Design mem_stage, sky130hd; sources not shown.
run_1/final_clocks.png
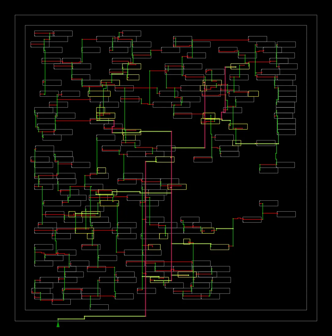
clock latency on the worst-skew pair: 0.45 ns
seq_cells: 189
total CTS buffers: 17

run_1/registers.png
Scale bar: 50 um.
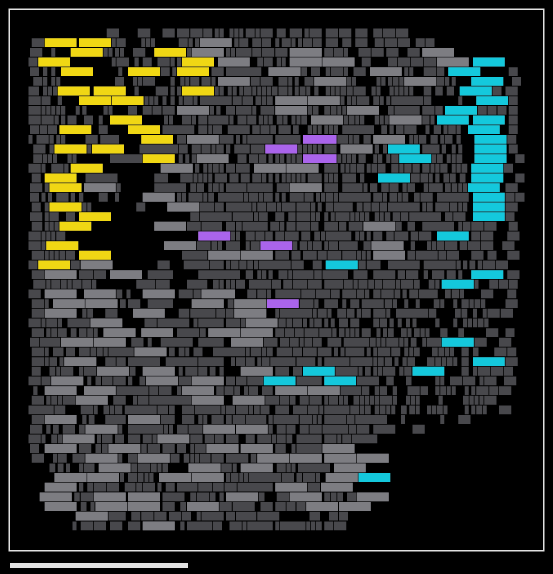
- `dmem_addr`: yellow (flops 30; where upper left)
- `mem_wdata_reg`: cyan (flops 32)
- `req_op_q`: purple (flops 6)
Seq/total area: 0.3159
Final Util: 0.7575
Seq power: 6.03 mW
Reg area: 0.004733 mm^2

run_1/clock_map.png
Scale bar: 50 um.
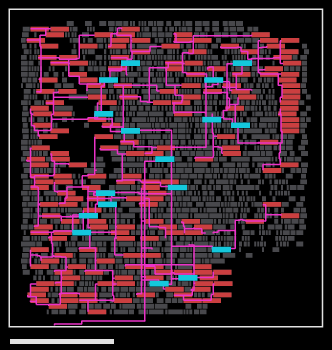
- clock wires: magenta (length 2390 um)
- flip-flops: red (count 189)
- cells driving clock nets: cyan (count 17)
- flops lie: widely spread
clock power share: 0.263
clock skew: 0.01018 ns
Clk. pwr: 4.58 mW

==> notes.md, run 1 <==
run results: vias in the first global route 9712, mi-comb count 792, P&R area growth vs syn 66.63%, Setup TNS -11.01 ns, nets roughly 1700, DIE HEIGHT 152 um, clk sinks 189, crit end category register, Logic inverters a little over 90, row cnt 52, Top class by area sequential cells, internal power of the cells 10.38 mW, H-tree depth 4, Signal buffers 439, main flop type dfrtp_1, first drt pass iteration count 9, Setup WS pre-CTS -0.6856 ns, failing checks setup timing, Switching Fraction 0.4034, Top cell excl fill/tap nand2_1, Netlist Area Pre-Place between 0.008 and 0.009 mm^2, Worst path max stage delay 0.50 ns, post-route setup slack -0.3020 ns, fp util 0.4546, ratio of cells with drive above 1 in the final layout 0.3189, metal2 WL 19.08 mm, most numerous logic cells after layout nand2_1 (420), buf_4 (207), dfrtp_1 (186), clkdlybuf4s50_1 (136), inv_1 (79), Period minus WS final 1.902 ns, filler cell count 1253, Lkg Pwr 7.732 nW, final setup violation count 94, WHS 0.2308 ns, Seq/Total Area, Yosys 0.5260, Max Slew Vio Count 0, core box area approximately 0.02 mm^2, largest net degree at the start of global routing about 58, fmax approximately 0.53 GHz, Power Combinational 6.78 mW, EDFF count, synth 0, CP Launch Type register, Hold Fails Final Rpt 0, Initial DRC Count 1228, M1 WL 13.74 mm, clk root buf clkbuf_16, Tot GR Track Use 0.2950, highest metal used met4, Pwr Total between 15 and 20 mW, Tap Cells 270, max-cap violations 0, final std cells w/o fill roughly 1800, critical path peak fanout 7, CP max stage cell dfrtp_2, Logic pwr share 0.390, placed cell areas approximately 0.012 mm^2, logic share of the area 0.2927, mux share 0, # diodes 1, Req. time, crit path 1.95 ns, YS warnings 0, Synth top cell by count nand2_1, initial antenna violation count 1, grt met3 use 0.07268, global-route wire length before repair between 50 and 60 mm, Top logic family simple AND/OR/NAND/NOR gates, Largest Pwr Group combinational logic, Arr. time, crit path 2.25 ns, hpwl dp 22.73 mm, status finished, violations left, CTS resizes ~110, Clock Pin Slew Worst Setup and Hold Paths 0.08 ns, CP bufs+invs 4, Avg Cell Area, Syn 7.839 um^2, grt met2 use 0.4676, CP Class reg2reg, routed length per instance 22.46 um, ys flops 189, metal3 WL between 4 and 5 mm, cell type with the largest total area dfrtp_1, fin crit share 1.189
==> inputs of run 2 (changes only) <==
REMOVE_ABC_BUFFERS = 1   (was not set)
run_2/registers.png
Scale bar: 50 um.
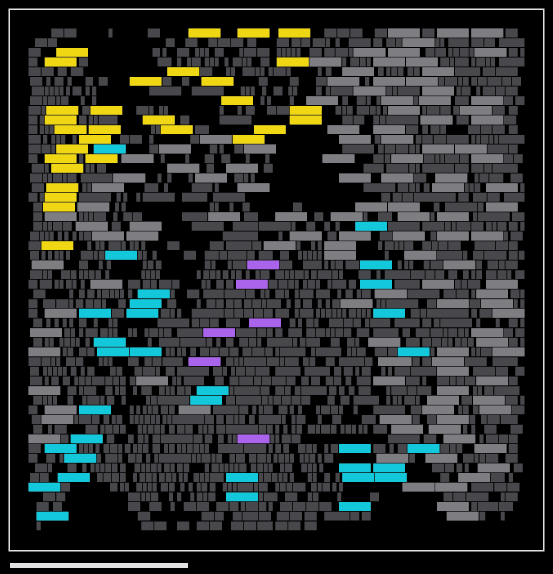
- `req_op_q`: purple (flops 6; where center)
- `mem_wdata_reg`: cyan (flops 32)
- `dmem_addr`: yellow (flops 30; where upper left)
Seq/total area: 0.3249
Reg area: 0.004731 mm^2

==> notes.md, run 2 <==
run results: status finished, violations left, failing checks setup timing, critical path peak fanout 4, vias in the first global route 9153, Top logic family simple AND/OR/NAND/NOR gates, Req. time, crit path 1.36 ns, Avg Cell Area, Syn 7.839 um^2, Seq/Total Area, Yosys 0.5260, Logic pwr share 0.373, main flop type dfrtp_1, Signal buffers between 400 and 500, post-route setup slack -0.2249 ns, Tap Cells about 270, # diodes 1, clk sinks 189, row cnt between 50 and 60, logic share of the area 0.2847, Power Combinational 6.15 mW, filler cell count roughly 1400, WHS 0.1550 ns, Arr. time, crit path 1.58 ns, Seq power 5.99 mW, ratio of cells with drive above 1 in the final layout 0.2899, Setup WS pre-CTS -0.4782 ns, Clock Pin Slew Worst Setup and Hold Paths 0.08 ns, clk root buf clkbuf_16, mi-comb count 792, CP Class reg2out, P&R area growth vs syn 61.95%, metal2 WL 18.06 mm, final setup violation count 115, core box area approximately 0.020 mm^2, total CTS buffers 17, Tot GR Track Use 0.2750, M1 WL 12.74 mm, Period minus WS final 1.825 ns, grt met3 use 0.08281, H-tree depth 4, Lkg Pwr about 7.6 nW, Final Util 0.7362, Worst path max stage delay 0.43 ns, cell type with the largest total area dfrtp_1, mux share 0, ys flops 189, crit end category output port, initial antenna violation count 2
==> inputs of run 3 (changes only) <==
CORE_AREA = 4 4 144 146   (was 5 5 145 147)
DIE_AREA = 0 0 148 150   (was 0 0 150 152)
PLACE_DENSITY = 0.81   (was 0.88)
run_3/metal_stack.png
Scale bar: 50 um. Two of the layers only.
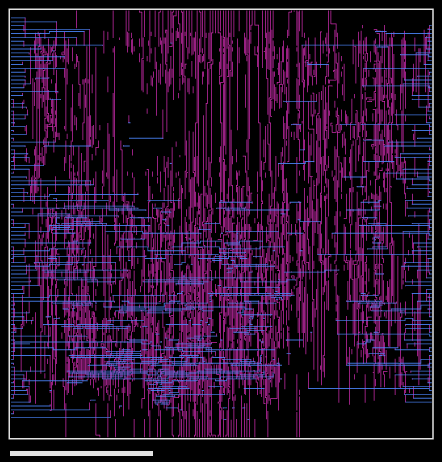
- met3: blue (wire length 4300 um)
- met2: magenta (wire length 16500 um)
Tot GR Track Use: 0.2750
final WL: 34.76 mm
Via Count: 9861
routed length per instance: 19.55 um

==> notes.md, run 3 <==
run results: clk root buf clkbuf_16, Top cell excl fill/tap nand2_1, CP Class reg2out, Pwr Total 16.34 mW, Tap Cells roughly 270, Initial DRC Count roughly 1000, row cnt 51, Largest Pwr Group combinational logic, clock power share 0.273, final setup violation count just under 80, # diodes 2, M1 WL 12.40 mm, EDFF count, synth 0, clock skew 0.009125 ns, largest net degree at the start of global routing 59, Seq power 5.89 mW, Signal buffers between 400 and 500, ys flops 189, Logic inverters between 90 and 100, hpwl dp 22.35 mm, max-cap violations 0, placed cell areas between 0.01 and 0.015 mm^2, Max Slew Vio Count 0, Synth top cell by count nand2_1, highest metal used met5, metal2 WL 16.50 mm, H-tree depth 4, Hold Fails Final Rpt 0, CTS resizes 51, seq_cells ~190, Period minus WS final approximately 1.8 ns, logic share of the area 0.2900, Netlist Area Pre-Place 0.008991 mm^2, Avg Cell Area, Syn 7.839 um^2, post-route setup slack -0.2111 ns, P&R area growth vs syn 58.32%, failing checks setup timing, YS warnings 0, status finished, violations left, clock latency on the worst-skew pair 0.44 ns, ratio of cells with drive above 1 in the final layout 0.2866, mi-comb count 792, first drt pass iteration count 6, fp util 0.4635, Worst path max stage delay 0.38 ns, Req. time, crit path ~1.4 ns, grt met3 use 0.08601, metal3 WL 4.295 mm, CP bufs+invs 2, Seq/total area 0.3324, mux share 0, main flop type dfrtp_1, Logic pwr share 0.367, nets 1644, vias in the first global route 9008, filler cell count about 1400, most numerous logic cells after layout nand2_1 (378), buf_4 (203), dfrtp_1 (187), clkdlybuf4s50_1 (136), nand3_1 (108), critical path peak fanout 3, WHS 0.2819 ns, fin crit share 1.132, cell type with the largest total area dfrtp_1, Arr. time, crit path 1.57 ns, Top class by area sequential cells, Switching Fraction 0.4001, Power Combinational about 6 mW, grt met2 use 0.4563

## Gallery

Placement by cell class.
Fill, decap, tap and diode cells in gray.
Plate I
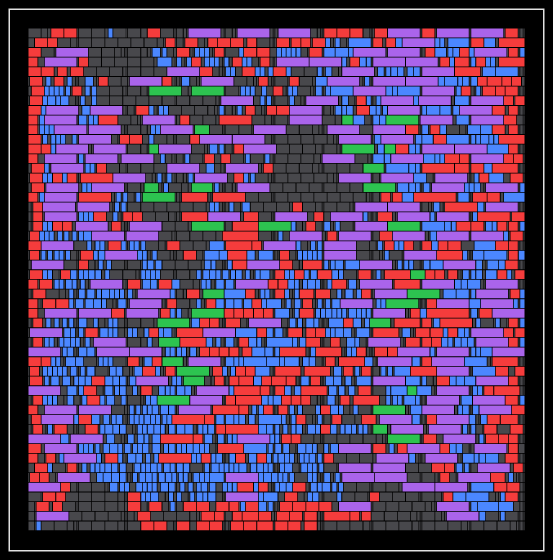
Plate II
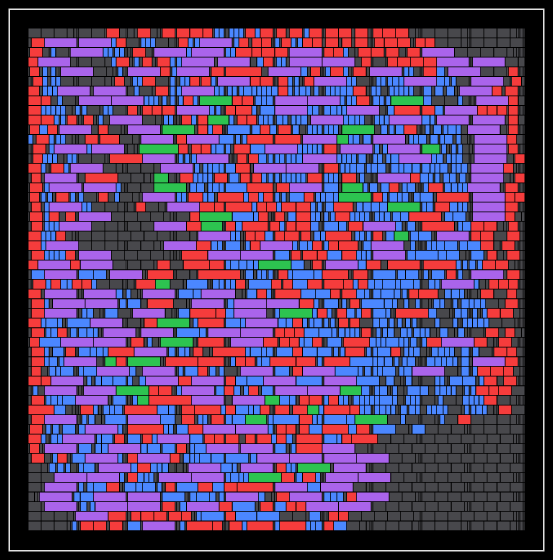
Plate II comes from run 1.
Plate I comes from run 2.

Key to Plate II:
- clock drivers and dummy loads: green (cells 32; share of their area 4.3%)
- flops: purple (cells 189; share of their area 32%)
- all other logic: blue (cells 883; share of their area 32%)
- other buffers and delay cells: red (cells 439; share of their area 31%)

Power and IR drop assume default switching activity.
